===== src/rtl/trigger_link_framer.sv =====
// trigger_link_framer: packs 56-bit cluster groups into 4-word frames per link,
// with a K-character header on word 0, a periodic latency marker, test-pattern
// substitution, single-shot error injection and frame_sync realignment.
module trigger_link_framer #(
    parameter int NUM_LINKS          = 4,
    parameter int NUM_GROUPS         = 2,
    parameter int CLUSTER_BITS       = 14,
    parameter int CLUSTERS_PER_GROUP = 4,
    parameter int LTNCY_PERIOD       = 128
) (
    input  logic                     clk_160,
    input  logic                     reset,
    input  logic [NUM_GROUPS*56-1:0] clusters,
    input  logic                     overflow,
    input  logic                     frame_sync,
    input  logic [NUM_LINKS-1:0]     ena_test_pat,
    input  logic                     inj_err,
    output logic [NUM_LINKS*16-1:0]  tx_data,
    output logic [NUM_LINKS*2-1:0]   tx_isk,
    output logic                     ltncy_trig,
    output logic [1:0]               frame_phase,
    output logic [7:0]               sync_err_cnt
);

    localparam int FCNT_W = $clog2(LTNCY_PERIOD);

    localparam logic [1:0] PH0 = 2'd0;
    localparam logic [1:0] PH1 = 2'd1;
    localparam logic [1:0] PH2 = 2'd2;
    localparam logic [1:0] PH3 = 2'd3;

    localparam logic [7:0] K_MARKER = 8'hFC;
    localparam logic [7:0] K_OVF    = 8'hF7;
    localparam logic [7:0] K_IDLE   = 8'hBC;

    if (CLUSTER_BITS * CLUSTERS_PER_GROUP != 56) begin : g_bad_group_geometry
        $error("trigger_link_framer: CLUSTER_BITS*CLUSTERS_PER_GROUP must equal 56");
    end
    if (LTNCY_PERIOD < 2 || LTNCY_PERIOD > 256 ||
        (LTNCY_PERIOD & (LTNCY_PERIOD - 1)) != 0) begin : g_bad_ltncy_period
        $error("trigger_link_framer: LTNCY_PERIOD must be a power of 2 in 2..256");
    end

    // Saturating 8-bit increment used by the sync error counter.
    function automatic logic [7:0] sat_inc8(input logic [7:0] v);
        return (v == 8'hFF) ? v : v + 8'd1;
    endfunction

    logic [1:0]                  phase_q, phase_d;
    logic [FCNT_W-1:0]           frame_cnt_q, frame_cnt_d;
    logic [7:0]                  pat_cnt_q, pat_cnt_d;
    logic                        arm_q, arm_d;
    logic [7:0]                  sync_err_q, sync_err_d;
    logic                        ltncy_q, ltncy_d;
    logic [NUM_LINKS*16-1:0]     tx_data_q, tx_data_d;
    logic [NUM_LINKS*2-1:0]      tx_isk_q, tx_isk_d;
    logic [NUM_LINKS-1:0][55:0]  pay_q, pay_d;
    logic                        inj_prev_q;

    logic        sample;
    logic        inj_rise;
    logic        arm_now;
    logic        marker;
    logic [55:0] p;
    logic [7:0]  hdr;

    // Next-state: phase sequencing, frame sampling and per-link word selection.
    always_comb begin
        sample      = (phase_q == PH0) || frame_sync;
        inj_rise    = inj_err && !inj_prev_q;
        arm_now     = arm_q || inj_rise;
        marker      = (frame_cnt_q == '0);
        phase_d     = sample ? PH1 : phase_q + 2'd1;
        frame_cnt_d = sample ? frame_cnt_q + 1'b1 : frame_cnt_q;
        pat_cnt_d   = sample ? pat_cnt_q + 8'd1 : pat_cnt_q;
        arm_d       = sample ? 1'b0 : arm_now;
        sync_err_d  = (frame_sync && phase_q != PH0) ? sat_inc8(sync_err_q) : sync_err_q;
        ltncy_d     = sample && marker;
        pay_d       = pay_q;
        tx_data_d   = '0;
        tx_isk_d    = '0;
        p           = '0;
        hdr         = K_IDLE;
        for (int i = 0; i < NUM_LINKS; i++) begin
            if (sample) begin
                p    = ena_test_pat[i] ? {7{pat_cnt_q}} : clusters[56*(i % NUM_GROUPS) +: 56];
                p[0] = p[0] ^ arm_now;
                if (marker)
                    hdr = K_MARKER;
                else if (!ena_test_pat[i] && overflow)
                    hdr = K_OVF;
                else
                    hdr = K_IDLE;
                pay_d[i]              = p;
                tx_data_d[16*i +: 16] = {p[7:0], hdr};
                tx_isk_d[2*i +: 2]    = 2'b01;
            end else begin
                case (phase_q)
                    PH1:     tx_data_d[16*i +: 16] = pay_q[i][23:8];
                    PH2:     tx_data_d[16*i +: 16] = pay_q[i][39:24];
                    default: tx_data_d[16*i +: 16] = pay_q[i][55:40];
                endcase
                tx_isk_d[2*i +: 2] = 2'b00;
            end
        end
    end

    // Control state and registered outputs; reset forces idle comma words.
    always_ff @(posedge clk_160) begin
        if (reset) begin
            phase_q     <= PH0;
            frame_cnt_q <= '0;
            pat_cnt_q   <= 8'd0;
            arm_q       <= 1'b0;
            sync_err_q  <= 8'd0;
            ltncy_q     <= 1'b0;
            tx_data_q   <= {NUM_LINKS{16'h00BC}};
            tx_isk_q    <= {NUM_LINKS{2'b01}};
        end else begin
            phase_q     <= phase_d;
            frame_cnt_q <= frame_cnt_d;
            pat_cnt_q   <= pat_cnt_d;
            arm_q       <= arm_d;
            sync_err_q  <= sync_err_d;
            ltncy_q     <= ltncy_d;
            tx_data_q   <= tx_data_d;
            tx_isk_q    <= tx_isk_d;
        end
    end

    // Payload hold and inj_err history; tracking inj_err through reset keeps a
    // level held across reset release from looking like a new request.
    always_ff @(posedge clk_160) begin
        pay_q      <= pay_d;
        inj_prev_q <= inj_err;
    end

    assign tx_data      = tx_data_q;
    assign tx_isk       = tx_isk_q;
    assign ltncy_trig   = ltncy_q;
    assign frame_phase  = phase_q;
    assign sync_err_cnt = sync_err_q;

endmodule


===== config.mk =====
export PLATFORM = sky130hd
export DESIGN_NAME = trigger_link_framer
export DESIGN_NICKNAME = d
export VERILOG_FILES = /design/src/rtl/trigger_link_framer.sv
export SDC_FILE = /design/constraint.sdc
export NUM_CORES = 1
export LEC_CHECK = 0
export ABC_AREA = 1
export CAP_MARGIN = 20
export CORE_MARGIN = 1.5
export CORE_UTILIZATION = 35
export DETAILED_ROUTE_END_ITERATION = 8
export GPL_ROUTABILITY_DRIVEN = 0
export MAX_ROUTING_LAYER = met4
export SLEW_MARGIN = 40
export SYNTH_ARGS = -nofsm -noshare
export SYNTH_HDL_FRONTEND = slang
export SYNTH_SLANG_ARGS = --single-unit

===== constraint.sdc =====
create_clock -name clk_160 -period 3.8 [get_ports clk_160]
set_clock_uncertainty 0.05 [all_clocks]
set_input_delay 0.76 -clock clk_160 [delete_from_list [all_inputs] [get_ports clk_160]]
set_output_delay 0.76 -clock clk_160 [all_outputs]
set_load 0.05 [all_outputs]

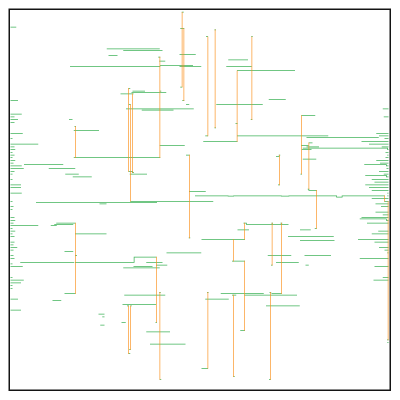
Figure 1: wiring by layer.
Scale: 2 px per µm. Two of the layers only.
M4: marked orange, wire length 1030 µm. M3: marked green, wire length 1710 µm.

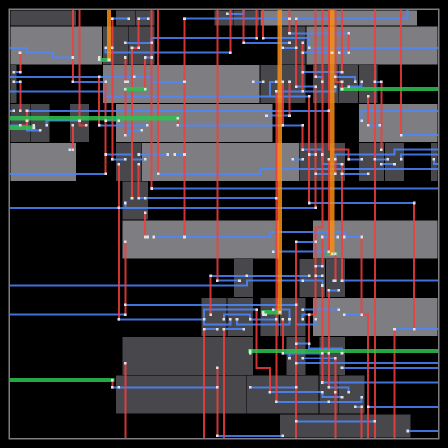
Figure 2: layout detail.
Region (80, 118) to (110, 148) µm. Cells in grey, sequential cells in the stronger grey; small squares are vias.
M3: marked green. M4: marked orange. M1: marked blue. M2: marked red.
Sequential cells in the window: 9. Netlist names of flops here include `pay_q` (7), `tx_data` (2). 39 logic cells have their middle in the window. Most frequent: o21ai_0 (12), edfxtp_1 (7), nand2_1 (4).

==> impl_metrics.py <==
# Auto-generated metrics
metrics = {
    "outcome": {
        "run_status": "finished clean",
    },
    "critical_path": {
        "path_cells": "clkdlybuf4s50_1",
        "reg2reg_depth": 7,
        "cp_max_fo": 5,
        "cp-end-kind": "primary output",
        "critPathTopFamily": "buffers and inverters",
        "max_stage_delay_ps": 830,
        "cp_slowest_cell": "clkdlybuf4s50_1",
        "worstSetupPathDepth": 1,
        "reg2reg_slack_ps": 1750,
    },
    "cts": {
        "cts_tree": "yes",
        "clk_path_buf_depth": 3,
        "postCtsSetupBuffers": 0,
        "cts-resized-gates": 0,
        "cts-root-buf": "clkbuf_16",
        "htree_levels": 1,
        "cts.sinks": 285,
        "clk_pin_slew_worst_paths_ps": 60,
    },
    "finish": {
        "comb_cells": 765,
        "largest_register_ff_count": 192,
        "most-common-layout-cells": "nand2_1, o21ai_0, clkdlybuf4s50_1",
        "drive_gt1_share_pct": 5.14,
        "flops": 285,
        "areaGrowthSynthToFinish_pct": 27.2,
        "num-nets-final": 1582,
        "nClkBuffers": 50,
        "fin_util_pct": 45.1,
        "design_area_um2": 15500,
    },
    "power_and_ir_drop": {
        "p_seq_share_pct": 49.2,
        "p_clk_mw": 2.80,
        "p_per_area_nw_per_um2": 483,
        "maxPowerGroup": "registers",
        "power_mw": 7.51,
        "ir_drop_uv": 313,
        "pwr-share-clk_pct": 37.3,
        "p_comb_share_pct": 13.4,
        "swShare_pct": 25.4,
    },
    "global_routing": {
        "grt_start_max_net_pins": 102,
    },
    "final_timing": {
        "slew-limit-headroom_pct": 46.9,
        "max_freq_mhz": 388,
        "fin_crit_sh_pct": 67.8,
        "worst_slew_pin_slew_ps": 794,
        "fin_crit_ps": 2570,
    },
    "synth": {
        "yosys_warnings": 0,
        "top_logic_kind": "AND-OR/OR-AND gates",
        "xor_share_pct": 0.143,
        "ff_type": "edfxtp_1",
        "fa_ha_area_share_pct": 0.717,
        "synthAoiAreaFrac_pct": 15.2,
        "largest_area_cell": "edfxtp_1",
        "yosys-top-cells-count": "nand2_1, o21ai_0, edfxtp_1",
        "netlist_instances": 1278,
    },
    "floorplanning": {
        "n_tap_cell": 455,
        "ios": 204,
        "fp_util_pct": 35.4,
        "fp-row-count": 68,
        "die_w_um": 190,
        "chip_area_um2": 36000,
    },
    "place": {
        "dp_cells": 1877,
        "place_hpwl_um": 21400,
        "pre_cts_ws_ps": 877,
    },
    "detailed_routing": {
        "drt_iter0_markers": 628,
        "dr_wl_met3_um": 1710,
        "drt_first_pass_iters": 7,
        "drc": 0,
    },
    "hold_path": {
        "hold_path.startpoint": "pay_q[101]",
        "hp-class": "reg2reg",
    },
    "flow_run": {
        "drv_cap": 0,
    },
}
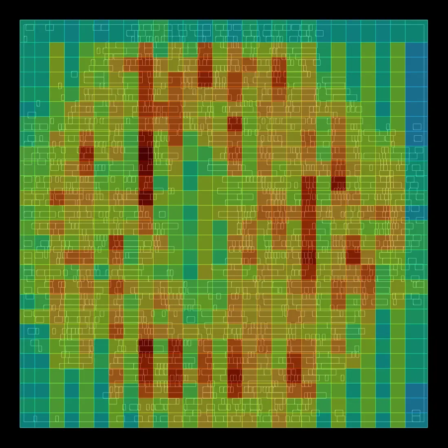
Figure 3: track usage over the die.
routing usage on met2: 29.6%
met1 usage in global routing: 24.3%
met3 Use GR: 2.38%
DR WL/cell: 16.6 µm
GR Util All Layers: 18.5%

Power figures rest on the tool's default switching activity, not on a simulated workload.
